met1.png
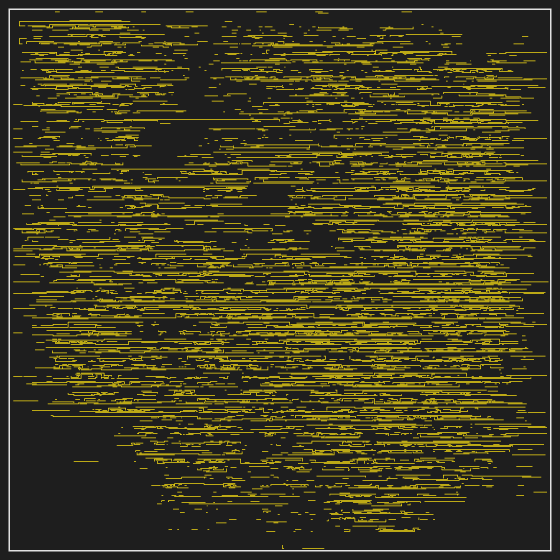
wire_density.png
The bar under the picture is 50 um long. 35 x 35 tiles, from dark blue (low) to red (high), scaled to the fullest tile. Values are wire area over tile area, all layers added.
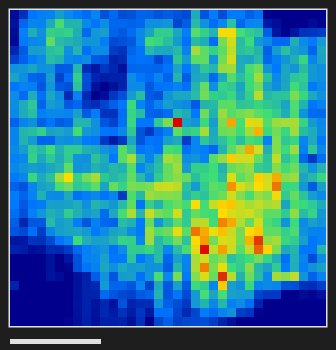
final_clocks.png
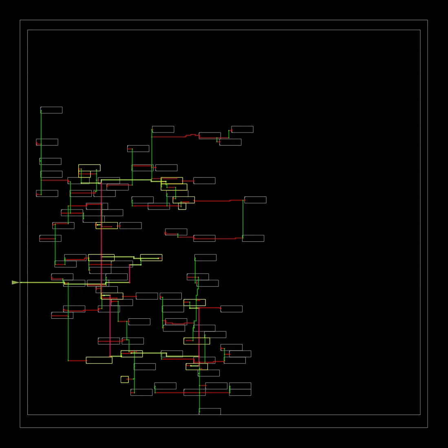
met3.png
The bar under the picture is 50 um long.
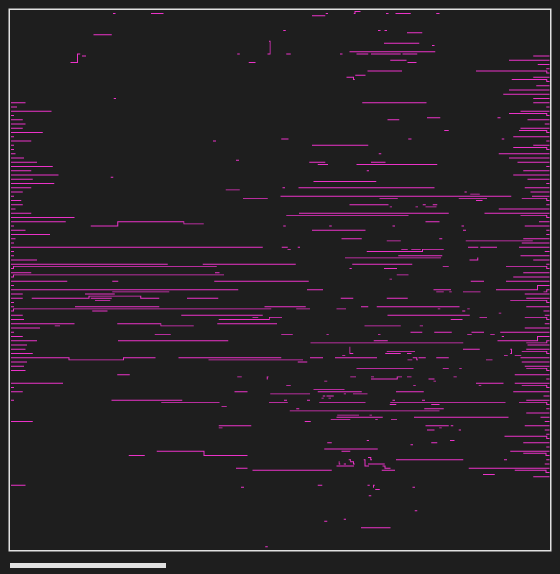
cell_classes.png
Fill, decap, tap and diode cells in grey.
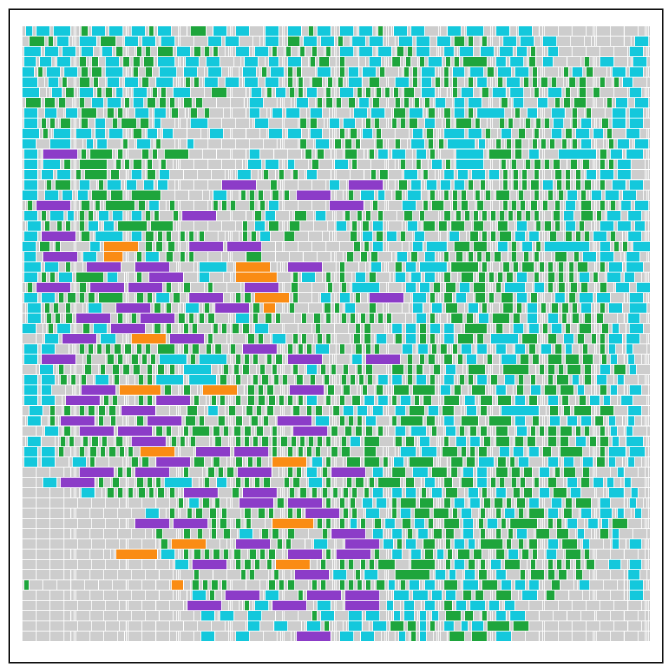
`src/rtl/common_types_pkg.sv`:
```
// Shared types and encodings for the MEM stage.
//   word_t        32-bit data/address word
//   reg_t         5-bit register index
//   mem_state_t   data-bus access FSM state
//   PC_*          em_pc_ctrl encodings
//   WR_SRC_*      em_reg_wr_src encodings
//   DW_*          em_dwrite store-size encodings
package common_types_pkg;

  typedef logic [31:0] word_t;
  typedef logic [4:0]  reg_t;

  typedef enum logic [1:0] {
    IDLE = 2'd0,
    WAIT = 2'd1,
    DONE = 2'd2
  } mem_state_t;

  localparam logic [1:0] PC_INC    = 2'd0;
  localparam logic [1:0] PC_BRANCH = 2'd1;
  localparam logic [1:0] PC_JAL    = 2'd2;
  localparam logic [1:0] PC_JALR   = 2'd3;

  localparam logic [1:0] WR_SRC_ALU  = 2'd0;
  localparam logic [1:0] WR_SRC_LOAD = 2'd1;
  localparam logic [1:0] WR_SRC_PC4  = 2'd2;

  localparam logic [1:0] DW_NONE = 2'd0;
  localparam logic [1:0] DW_BYTE = 2'd1;
  localparam logic [1:0] DW_HALF = 2'd2;
  localparam logic [1:0] DW_WORD = 2'd3;

  function automatic word_t word_addr(input word_t a);
    return {a[31:2], 2'b00};
  endfunction

endpackage

```
`src/rtl/memory_stage_store_align.sv`:
```
// Store lane alignment and misalignment detection (combinational).
//   size      access size (DW_* encoding; loads are presented as DW_WORD)
//   addr_lo   address bits [1:0]
//   rdat2     raw store data
//   strb      byte strobes for the addressed lanes
//   wdata     store data replicated across lanes
//   misalign  half on odd address, or word not 4-byte aligned
module store_align
  import common_types_pkg::*;
(
  input  logic [1:0] size,
  input  logic [1:0] addr_lo,
  input  word_t      rdat2,
  output logic [3:0] strb,
  output word_t      wdata,
  output logic       misalign
);

  always_comb begin
    strb     = 4'b0000;
    wdata    = rdat2;
    misalign = 1'b0;
    case (size)
      DW_BYTE: begin
        strb  = 4'b0001 << addr_lo;
        wdata = {4{rdat2[7:0]}};
      end
      DW_HALF: begin
        strb     = addr_lo[1] ? 4'b1100 : 4'b0011;
        wdata    = {2{rdat2[15:0]}};
        misalign = addr_lo[0];
      end
      DW_WORD: begin
        strb     = 4'b1111;
        misalign = (addr_lo != 2'b00);
      end
      default: ;
    endcase
  end

endmodule

```
`src/rtl/memory_stage.sv`:
```
// MEM stage of the 5-stage RV32I pipeline.
// Performs the data-bus access for the instruction in the EX/MEM latch,
// resolves branches/jumps against the fetch prediction and drives the
// registered MEM/WB latch.
//   CLK, nRST                 clock (rising edge), async active-low reset
//   em_*                      EX/MEM latch fields
//   wb_en                     MEM/WB latch enable from downstream
//   dmem_*                    data-bus request/response
//   mem_stall                 hold EX/MEM and upstream
//   redirect, redirect_pc     misprediction flush and corrected next PC
//   misalign                  access suppressed this cycle
//   wb_valid/halt/rd/wdata    registered MEM/WB latch
module memory_stage
  import common_types_pkg::*;
#(
  parameter word_t RESET_PC = 32'h0000_0000
) (
  input  logic        CLK,
  input  logic        nRST,
  input  logic        em_valid,
  input  word_t       em_pc,
  input  logic        em_halt,
  input  reg_t        em_rd,
  input  logic        em_dread,
  input  logic [1:0]  em_dwrite,
  input  logic [1:0]  em_reg_wr_src,
  input  logic        em_branch_pol,
  input  logic [1:0]  em_pc_ctrl,
  input  word_t       em_rdat2,
  input  word_t       em_alu_out,
  input  logic        em_alu_zero,
  input  word_t       em_pc_plus_imm,
  input  logic        em_branch_predict,
  input  word_t       em_branch_target,
  input  logic        wb_en,
  output logic        dmem_ren,
  output logic        dmem_wen,
  output word_t       dmem_addr,
  output word_t       dmem_wdata,
  output logic [3:0]  dmem_strb,
  input  logic        dmem_ready,
  input  word_t       dmem_rdata,
  output logic        mem_stall,
  output logic        redirect,
  output word_t       redirect_pc,
  output logic        misalign,
  output logic        wb_valid,
  output logic        wb_halt,
  output reg_t        wb_rd,
  output word_t       wb_wdata
);

  mem_state_t state;
  word_t      rdata_q;

  logic [1:0] acc_size;
  logic [3:0] al_strb;
  word_t      al_wdata;
  logic       al_misalign;

  logic       is_mem;
  logic       access;
  logic       req;
  word_t      load_data;
  word_t      wb_data_next;
  word_t      pc_plus4;
  logic       taken;
  word_t      target;
  word_t      next_pc;
  logic       mispredict;

  // Loads are word-only, so they reuse the word alignment rule.
  assign acc_size = (em_dwrite != DW_NONE) ? em_dwrite :
                    (em_dread ? DW_WORD : DW_NONE);

  store_align u_store_align (
    .size     (acc_size),
    .addr_lo  (em_alu_out[1:0]),
    .rdat2    (em_rdat2),
    .strb     (al_strb),
    .wdata    (al_wdata),
    .misalign (al_misalign)
  );

  // Reset gates the combinational request path so a request in flight
  // drops the moment nRST falls rather than at the next edge.
  // A latched halt blocks every further bus request.
  assign is_mem   = em_dread | (em_dwrite != DW_NONE);
  assign misalign = nRST & em_valid & is_mem & al_misalign;
  assign access   = nRST & em_valid & is_mem & ~al_misalign & ~wb_halt;
  assign req      = access & (state != DONE);

  assign dmem_ren   = req & em_dread;
  assign dmem_wen   = req & (em_dwrite != DW_NONE);
  assign dmem_addr  = word_addr(em_alu_out);
  assign dmem_wdata = al_wdata;
  assign dmem_strb  = dmem_wen ? al_strb : 4'b0000;

  assign mem_stall = access & (state != DONE) & ~dmem_ready;

  // A misaligned load never reaches the bus and writes back zero.
  always_comb begin
    load_data = (state == DONE) ? rdata_q : dmem_rdata;
    if (misalign) load_data = '0;
  end

  assign pc_plus4 = em_pc + 32'd4;

  always_comb begin
    wb_data_next = em_alu_out;
    case (em_reg_wr_src)
      WR_SRC_LOAD: wb_data_next = load_data;
      WR_SRC_PC4:  wb_data_next = pc_plus4;
      default:     wb_data_next = em_alu_out;
    endcase
  end

  assign taken  = ((em_pc_ctrl == PC_BRANCH) & (em_alu_zero ^ em_branch_pol)) |
                  (em_pc_ctrl >= PC_JAL);
  assign target = (em_pc_ctrl == PC_JALR) ? (em_alu_out & ~32'd1) : em_pc_plus_imm;
  assign next_pc = taken ? target : pc_plus4;

  assign mispredict = (taken != em_branch_predict) |
                      (taken & (target != em_branch_target));

  // Only fires on the cycle the instruction leaves the stage, so it is
  // naturally a single-cycle pulse per instruction.
  assign redirect    = nRST & em_valid & ~mem_stall & wb_en & mispredict;
  assign redirect_pc = nRST ? next_pc : RESET_PC;

  always_ff @(posedge CLK or negedge nRST) begin
    if (!nRST) begin
      state    <= IDLE;
      rdata_q  <= '0;
      wb_valid <= 1'b0;
      wb_halt  <= 1'b0;
      wb_rd    <= '0;
      wb_wdata <= '0;
    end else begin
      case (state)
        IDLE: begin
          if (access && dmem_ready) begin
            rdata_q <= dmem_rdata;
            if (!wb_en) state <= DONE;
          end else if (access) begin
            state <= WAIT;
          end
        end
        WAIT: begin
          if (dmem_ready) begin
            rdata_q <= dmem_rdata;
            state   <= wb_en ? IDLE : DONE;
          end
        end
        DONE: begin
          if (wb_en) state <= IDLE;
        end
        default: state <= IDLE;
      endcase

      if (wb_en) begin
        if (mem_stall) begin
          wb_valid <= 1'b0;
          wb_rd    <= '0;
          wb_wdata <= '0;
        end else begin
          wb_valid <= em_valid;
          wb_rd    <= em_valid ? em_rd : '0;
          wb_wdata <= wb_data_next;
          wb_halt  <= wb_halt | (em_valid & em_halt);
        end
      end
    end
  end

endmodule

```
`config.mk`:
```
export PLATFORM = sky130hd
export DESIGN_NAME = memory_stage
export DESIGN_NICKNAME = d
export VERILOG_FILES = /design/src/rtl/common_types_pkg.sv /design/src/rtl/memory_stage_store_align.sv /design/src/rtl/memory_stage.sv
export SDC_FILE = /design/constraint.sdc
export NUM_CORES = 1
export LEC_CHECK = 0
export ABC_AREA = 1
export CELL_PAD_IN_SITES_DETAIL_PLACEMENT = 1
export CELL_PAD_IN_SITES_GLOBAL_PLACEMENT = 1
export CORE_MARGIN = 3
export CORE_UTILIZATION = 27
export DETAILED_ROUTE_END_ITERATION = 10
export PLACE_DENSITY = 0.87
export SLEW_MARGIN = 10
export SYNTH_ARGS = -nofsm -noshare
export SYNTH_HDL_FRONTEND = slang
export SYNTH_SLANG_ARGS = --single-unit
```
`constraint.sdc`:
```
create_clock -name CLK -period 2.1 [get_ports CLK]
set_input_delay 0.315 -clock CLK [delete_from_list [all_inputs] [get_ports CLK]]
set_output_delay 0.315 -clock CLK [all_outputs]
set_load 0.01 [all_outputs]
```
==> impl_metrics.py <==
# Auto-generated metrics
metrics = {
    "floorplanning": {
        "initCoreUtil_pct": 27.66,
        "fp.coreArea_um2": 27180,
    },
    "synthesis": {
        "topCellsByArea": "dfrtp_1 (24%), nand2_1 (21%), nand3_1 (9.2%)",
        "yosysCellCount": 1292,
        "ys_area_um2": 7516,
        "postSynthCellCount": 1292,
        "netlist_area_um2": 7516,
        "async_reset_ff_share_pct": 100.0,
        "yosys_most_used_dff": "dfrtp_1",
        "yosys_warnings": 0,
        "synth-edff-count": 0,
    },
    "timing": {
        "finalClockSkew_ns": 0.006916,
        "max_freq_mhz": 453.2,
        "finalSetupViolCount": 4,
        "finalHoldViolations": 0,
        "rsz0062_at_grt": "yes",
        "setup_slack_ns": -0.1064,
        "fin_crit_ns": 2.206,
    },
    "cells_and_area": {
        "nClkBuffers": 10,
        "fin_nets": 2087,
        "lay_top_cells": "nand2_1 (380), buf_4 (275), clkdlybuf4s50_1 (237)",
        "ff_latch_area_um2": 1827,
        "layout_top_cell": "nand2_1",
        "final-comb-area_um2": 5149,
        "layout.nonclk_buf_share_pct": 41.14,
    },
    "worst_hold_path": {
        "hold_class": "in -> async",
    },
    "place": {
        "numPortBuffers": 354,
    },
    "routing": {
        "wl_met3_um": 3409,
        "vias_per_cell": 5.093,
    },
    "power": {
        "pwr_density_cell_nw_per_um2": 538.2,
        "leakage_nw": 7.378,
    },
    "run_status": {
        "outcome": "complete, but fails checks",
        "violations": "negative setup slack",
    },
    "grt": {
        "busiest_layer": "met2",
        "track_usage_pct": 31.08,
        "grt_use_met1_pct": 35.67,
        "grt_util_met3_pct": 6.653,
    },
    "critical_path": {
        "crit_family": "simple AND/OR/NAND/NOR gates",
        "cpPeakStageDelay_ns": 0.53,
        "crit_fanout": 2,
        "path_class": "in -> out",
        "r2r_start": "state[0]",
        "required_ns": 1.78,
        "worst_setup_path_start_kind": "input pin",
    },
    "clocking": {
        "tritoncts": "yes",
        "cts_resized": 406,
        "clkTransAtPathRegs_ns": 0.06,
        "postCtsSetupBuffers": 28,
        "clockBufferDepth": 2,
    },
    "flow_run": {
        "cap_violations": 0,
    },
}
About met1.png:
wire length on this layer = 18800 um
share of all routed wire = 38%
longest straight run = 86.5 um
main direction = horizontal
nets with wire on the layer = 1893

About wire_density.png:
mean over tiles = 0.28
nearly empty tiles = 7.7%
densest ninth of the die = middle right
DRT Wirelength: 49390 um
via count: 11450
Avg WL per Cell: 21.97 um

About final_clocks.png:
clk sinks: 73
Num CTS Buffers: 9

About met3.png:
share of all routed wire = 6.9%
nets with wire on the layer = 329
wire length on this layer = 3410 um
longest straight run = 82.3 um

About cell_classes.png:
orange -> clock drivers and dummy loads  # cells 16
cyan -> other buffers and delay cells  # cells 664
purple -> flops  # cells 73
green -> all other logic  # cells 1123

## logic make-up (layout without fill, tap and decap cells)
family	count (synthesis)	count (layout)	synth area share, %
multiplexers	7	7	1.049
AND/OR/NAND/NOR	713	713	40.60
other	1	2	0.04989
AND-OR/OR-AND	208	208	15.12
XOR/XNOR	8	8	0.9323
buffers and inverters	279	862	17.45
adder cells (fa/ha/maj)	3	3	0.4995
flip-flops	73	73	24.30
## state kept, by name, indices dropped and copies added (netlist names)
name      count
rdata_q      32
wb_rd         5
wb_valid      1
wb_wdata     32
state         2
wb_halt       1
## metrics by stage
stage	total power, mW	hold WS [ns]	setup slack [ns]
finish	7.788	0.05853	-0.1064
global route	8.247	0.07127	-0.2338
CTS	7.718	0.04636	-0.1718
detailed placement	5.584	0.4113	-1.075
global placement	5.425	0.4096	-0.9851
floorplan	3.617	0.01941	0.2915
## power by group
part	switching [mW]	internal, mW	total [mW]
combinational	2.11	1.70	3.81
clock	0.648	1.32	1.97
sequential	0.183	1.83	2.01
total	2.94	4.85	7.79
## worst max-delay path by stage
| stage | end | cells after the start | from | slack (ns) |
|---|---|---|---|---|
| floorplan | redirect_pc[18] | 7 | em_pc[2] | 0.29 |
| global placement | redirect | 12 | em_pc_ctrl[0] | -0.99 |
| detailed placement | redirect | 12 | em_pc_ctrl[0] | -1.08 |
| CTS | dmem_wdata[17] | 7 | em_dwrite[1] | -0.17 |
| global route | redirect | 13 | em_pc_plus_imm[31] | -0.23 |
| finish | redirect | 11 | em_alu_out[11] | -0.11 |
## cell usage after synthesis, drive strengths merged (3+ instances only)
cell and instances:
inv 181, ha 3, buf 77, o211ai 10
a211oi 8, nand3b 9, nor2 103, a21oi 66
o21ai 115, nor3 16, clkbuf 21, a31oi 5
nand3 139, nand4 14, nand2 430, mux2 7
xor2 8, dfrtp 73
Power figures rest on the tool's default switching activity, not on a simulated workload.
